run_1/density.png
Drawn at 4 px/µm. The die is cut into 5 by 8 equal tiles; black is low, pale yellow is high, 0 to 100% covered.
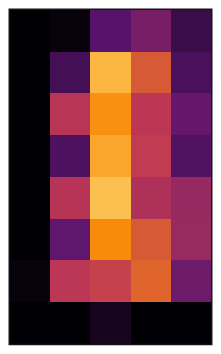
run_1/zoom.png
Region (13, 29) to (38, 54) µm. Cells in grey, sequential cells in the stronger grey; small squares are vias.
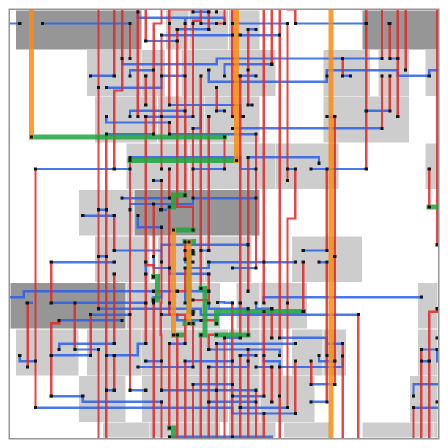
run_1/cell_classes.png
Drawn at 6 px/µm. Fill, decap, tap and diode cells in grey.
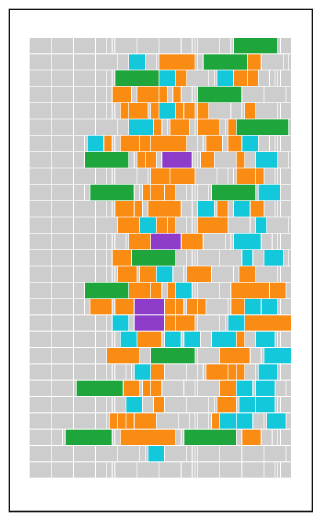
run_1/clock_map.png
Drawn at 10 px/µm.
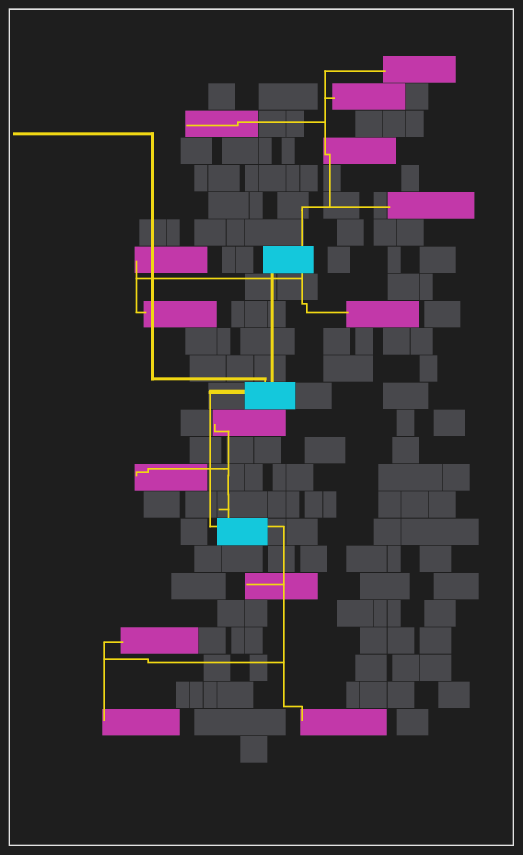
Design decode_serialize_controller, sky130hd; sources not shown.
==> run notes, run 1 <==
run metrics: Top cell excl fill/tap=buf_4, Complex Gates by Area=0.250, Hold WS=454 ps, crit path DRT=1570 ps, Die ar.=0.00419 mm², largest net degree at the start of global routing=11, Area Growth Syn to Fin=60.7%, Setup crit end kind=flop, yosys stat cell total=108, GR Overflow Total=0, Routed WL=2780 µm, TritonCTS clock tree=yes, # fillers=327, crit share post-route=1.01, CP max FO=5, Hold Path Cell Cnt=2, Main synth FF type=dfxtp_1, Max Root-Sink Buffers=2, DPL Wire Length=2020 µm, H-tree depth=1, setup violators final=2, # IOs=13, status=finished, violations left, top cells, area=dfxtp_1 (33%), nor3_1 (5.3%), nand2_1 (5.3%), post-route ant nets=0, post-route insts no fill=189, crit path DAT=1590 ps, Basic Gates by Area=0.289, Fin Setup TNS=-21.4 ps, Root Buffer=clkbuf_8, cell total after placement=182, VDD IR max=260 µV, vias per cell=5.32, pre-CTS WS=-606 ps, failing checks=negative setup slack, FFs w/ async S/R, synth=0, fin nets=156, Reg clk slew, reported paths=60 ps, total clock sinks=14, xor and xnor area share after synthesis=0.0409, post-place instance area=0.00120 mm², Pre-antenna DRT Iters=5, DIE WIDTH=50.3 µm, Tmin final=1510 ps, Fin. Hold Viols=0, critical path class=flop to flop, gr usage total=0.137, Post-Syn Area per Cell=7.94 µm², Cell Pwr Density=632 mW/mm², max reg flops=11, worst setup margin=-18.3 ps, comb area leader=simple AND/OR/NAND/NOR gates, Mapped Nets=117, max-slew violations=0, Seq cells post-synth=14, Mux area share=0, P_leak=0.495 nW, antenna violations before repair=0, Mapped Cells=108, worst rel slew slack=0.798, R2R setup slack=-20 ps, Netlist cell types=39, DR WL/cell=14.7 µm
## Picture notes: density.png
28% of the tiles are nearly empty. The fullest tile reaches 86%. The densest ninth of the die: centre.
Util after Layout: 0.429
core area: 0.00321 mm²
Initial Util: 0.267

## Picture notes: zoom.png
Green shows met3. Orange shows met4. Red shows met2. Blue shows met1.
42 logic cells have their middle in the window. Sequential cells in the window: 4. Most frequent: buf_4 (6), nor3_2 (4), dfxtp_1 (4).

## Picture notes: cell_classes.png
Orange shows all other logic, cells 89. Cyan shows other buffers and delay cells, cells 39. Purple shows clock drivers and dummy loads, cells 4. Green shows flip-flops, cells 14.
cell area after layout: 0.00138 mm²
row count: 27
Seq/total area: 0.211

## Picture notes: clock_map.png
Magenta shows flip-flops, count 14. Cyan shows cells driving clock nets, count 3. Yellow shows clock wires, length 259 µm.
There are 4 routed clock nets.
Clk. pwr: 0.386 mW
clock share of power: 0.444
clk latency late pin: 250 ps

## run 1: critical path, stage by stage, from the launching register on
cell and delay, ps:
dfxtp_2 340, buf_4 130, and4_4 240, nand4_1 170, buf_4 190, buf_4 120, nand2_1 50, a311oi_1 80
## run 1: area by class of cell
class	instances	area (µm²)	area share
clock buffers	4	55.1	0.0400
inverters	6	22.5	0.0163
multi-input cells	83	638	0.463
flip-flops and latches	14	290	0.211
well taps	43	53.8	0.0391
repair buffers	39	318	0.231
## run 1: layer usage
layer  vias up  track usage  wire (µm)
li1        477            -          -
met3        10       0.0215        122
met2        38        0.262       1550
met5         -            0          0
met4         0       0.0730         83
met1       480        0.131       1020
## run 1: where the power goes
group / total (mW) / leakage [nW] / internal, mW / switching (mW)
sequential: 0.377 / 0.115 / 0.374 / 0.00297
clock: 0.386 / 0.0288 / 0.235 / 0.152
combinational: 0.108 / 0.351 / 0.0513 / 0.0564
total: 0.871 / 0.495 / 0.660 / 0.211
## run 1: synthesized netlist by cell type, drive strengths merged (3+ instances only)
cell type  count
o21ai          3
nand2         12
a21oi          8
nand2b         3
a211oi         3
nand3          5
a311oi         4
nor3           9
nand4          3
inv            6
dfxtp         14
nor2           9
## run 1: cell families after synthesis
logic type	Yosys count
AND-OR/OR-AND	30
XOR/XNOR	4
adder cells (fa/ha/maj)	2
buffers and inverters	11
flip-flops	14
AND/OR/NAND/NOR	47
## run 1: what timing repair did
item	4_1_cts	5_1_grt
pin swaps	8	7
endpoints found under the setup margin	17	12
gates resized	19	19
setup buffers	1	2
==> run 1 -> run 2 <==
Settings changed: CORE_ASPECT_RATIO 1.75 to 1.25, CORE_UTILIZATION 25 to 38, PLACE_DENSITY 0.51 to 0.68.
run_2/density.png
Drawn at 4 px/µm. The die is cut into 10 by 12 equal tiles; black is low, pale yellow is high, 0 to 100% covered.
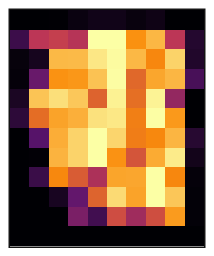
The mean over all tiles is 47%. The fullest tile reaches 100%. 26% of the tiles are nearly empty. The densest ninth of the die: centre. The emptiest ninth of the die: south-west.
core area: 0.00205 mm²
Util after Layout: 0.678
Initial Util: 0.418

run_2/cell_classes.png
Drawn at 6 px/µm. Fill, decap, tap and diode cells in grey.
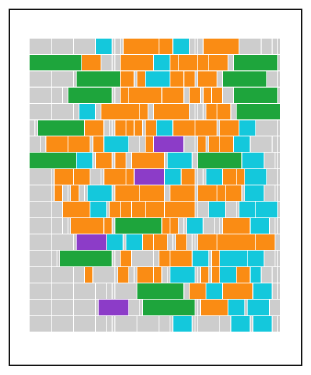
Green shows flip-flops, cells 14. Orange shows all other logic, cells 89. Purple shows clock drivers and dummy loads, cells 4. Cyan shows other buffers and delay cells, cells 38.
row count: 18
Seq/total area: 0.213
cell area after layout: 0.00139 mm²

run_2/zoom.png
Region (12, 17) to (37, 42) µm. Cells in grey, sequential cells in the stronger grey; small squares are vias.
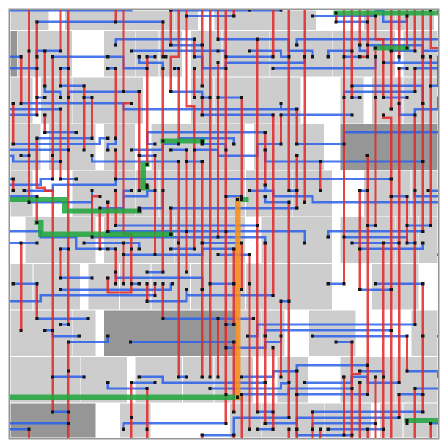
Blue shows met1. Green shows met3. Red shows met2. Orange shows met4.
61 logic cells have their middle in the window. Sequential cells in the window: 3. Most frequent: buf_4 (10), nor3_1 (4), nand2_1 (4).

==> run notes, run 2 <==
run metrics: status=finished, violations left, failing checks=negative setup slack, post-route ant nets=0 (unchanged), total clock sinks=14 (unchanged), sw frac=0.230 (-0.0120), Fin Setup TNS=-80.2 ps (-58.8 ps), largest net degree at the start of global routing=9 (-2), CP max FO=4 (-1), Int Pwr=0.662 mW (+0.34%), Cell Pwr Density=619 mW/mm² (-2.1%), M1 WL=1130 µm (+11%), xor and xnor area share after synthesis=0.0409 (unchanged), # IOs=13 (unchanged), VDD IR max=599 µV (+130%), Max Root-Sink Buffers=2 (unchanged), Routed WL=2650 µm (-4.6%), Mapped Nets=117 (unchanged), crit path DRT=1610 ps (+40 ps), crit share post-route=1.05 (+0.0383), Fin. Hold Viols=0 (unchanged), Tmin final=1570 ps (+57.1 ps), GR Overflow Total=0 (unchanged), most frequent cell after synthesis=dfxtp_1, met2 WL=1370 µm (-12%), setup violators final=2 (unchanged), Post-synth top cells=dfxtp_1 (14), nand2_1 (12), nor3_1 (9), a21oi_1 (8), nor2_1 (8), Reg clk slew, reported paths=60 ps (about the same), worst setup margin=-75.4 ps (-57.1 ps), Complex Gates by Area=0.250 (unchanged), worst stage delay on the critical path=360 ps (+20 ps), Hold Path Cell Cnt=2 (unchanged), comb area leader=simple AND/OR/NAND/NOR gates, H-tree depth=1 (unchanged), P_leak=0.513 nW (+3.5%), Psw=0.198 mW (-6.1%), Mux area share=0 (unchanged)
==> run 2: cell counts after synthesis <==
No cell type changed its count.
==> run 2: power groups by stage <==
stage          sequential [mW]  clock, mW  combinational, mW
6_report                 0.374      0.372              0.114
3_5_place_dp             0.385          0             0.0992
4_1_cts                  0.377      0.378              0.100
3_3_place_gp             0.385          0             0.0986
2_1_floorplan            0.384          0             0.0459
5_1_grt                  0.374      0.396              0.123
==> run 2: layout make-up <==
| class | instances | area (µm²) | share of cell area |
|---|---|---|---|
| Timing Repair Buffer | 38 | 324 | 0.233 |
| Tap cell | 30 | 37.5 | 0.0270 |
| Sequential cell | 14 | 297 | 0.213 |
| Clock buffer | 4 | 55.1 | 0.0396 |
| Multi-Input combinational cell | 83 | 654 | 0.471 |
| Inverter | 6 | 22.5 | 0.0162 |
==> run 2: layer usage <==
metal	track usage	vias to the layer above
li1	-	477
met1	0.221	469
met2	0.311	27
met3	0.0479	4
met4	0.114	0
met5	0	-
==> run 2: metrics by stage <==
| stage | std cells | instance area (µm²) | hold WS [ps] |
|---|---|---|---|
| 2_1_floorplan | 108 | 883 | 417 |
| 3_3_place_gp | 165 | 1160 | 443 |
| 3_5_place_dp | 165 | 1160 | 462 |
| 4_1_cts | 172 | 1270 | 457 |
| 5_1_grt | 175 | 1390 | 514 |
| 6_report | 175 | 1390 | 484 |
==> run 2: logic make-up after synthesis <==
family,count (synthesis)
buffers and inverters,11
AOI/OAI and AO/OA,30
xor gates and xnor gates,4
and+or+nand+nor,47
DFF,14
adders and majority gates,2
==> run 2: timing repair <==
item / in CTS / in global routing
buffers inserted: 3 / 3
pin swaps: 7 / 10
gates cloned: 0 / 0
endpoints found under the setup margin: 18 / 9
gates resized: 23 / 28
==> run 2: worst max-delay path, delay by kind of cell, from the launching register on <==
| family | cells | cell delay [ps] |
|---|---|---|
| AND/OR/NAND/NOR | 3 | 480 |
| flip-flops | 1 | 360 |
| buffers and inverters | 2 | 300 |
| AND-OR/OR-AND | 1 | 150 |
| XOR/XNOR | 1 | 150 |
Power and IR drop assume default switching activity.
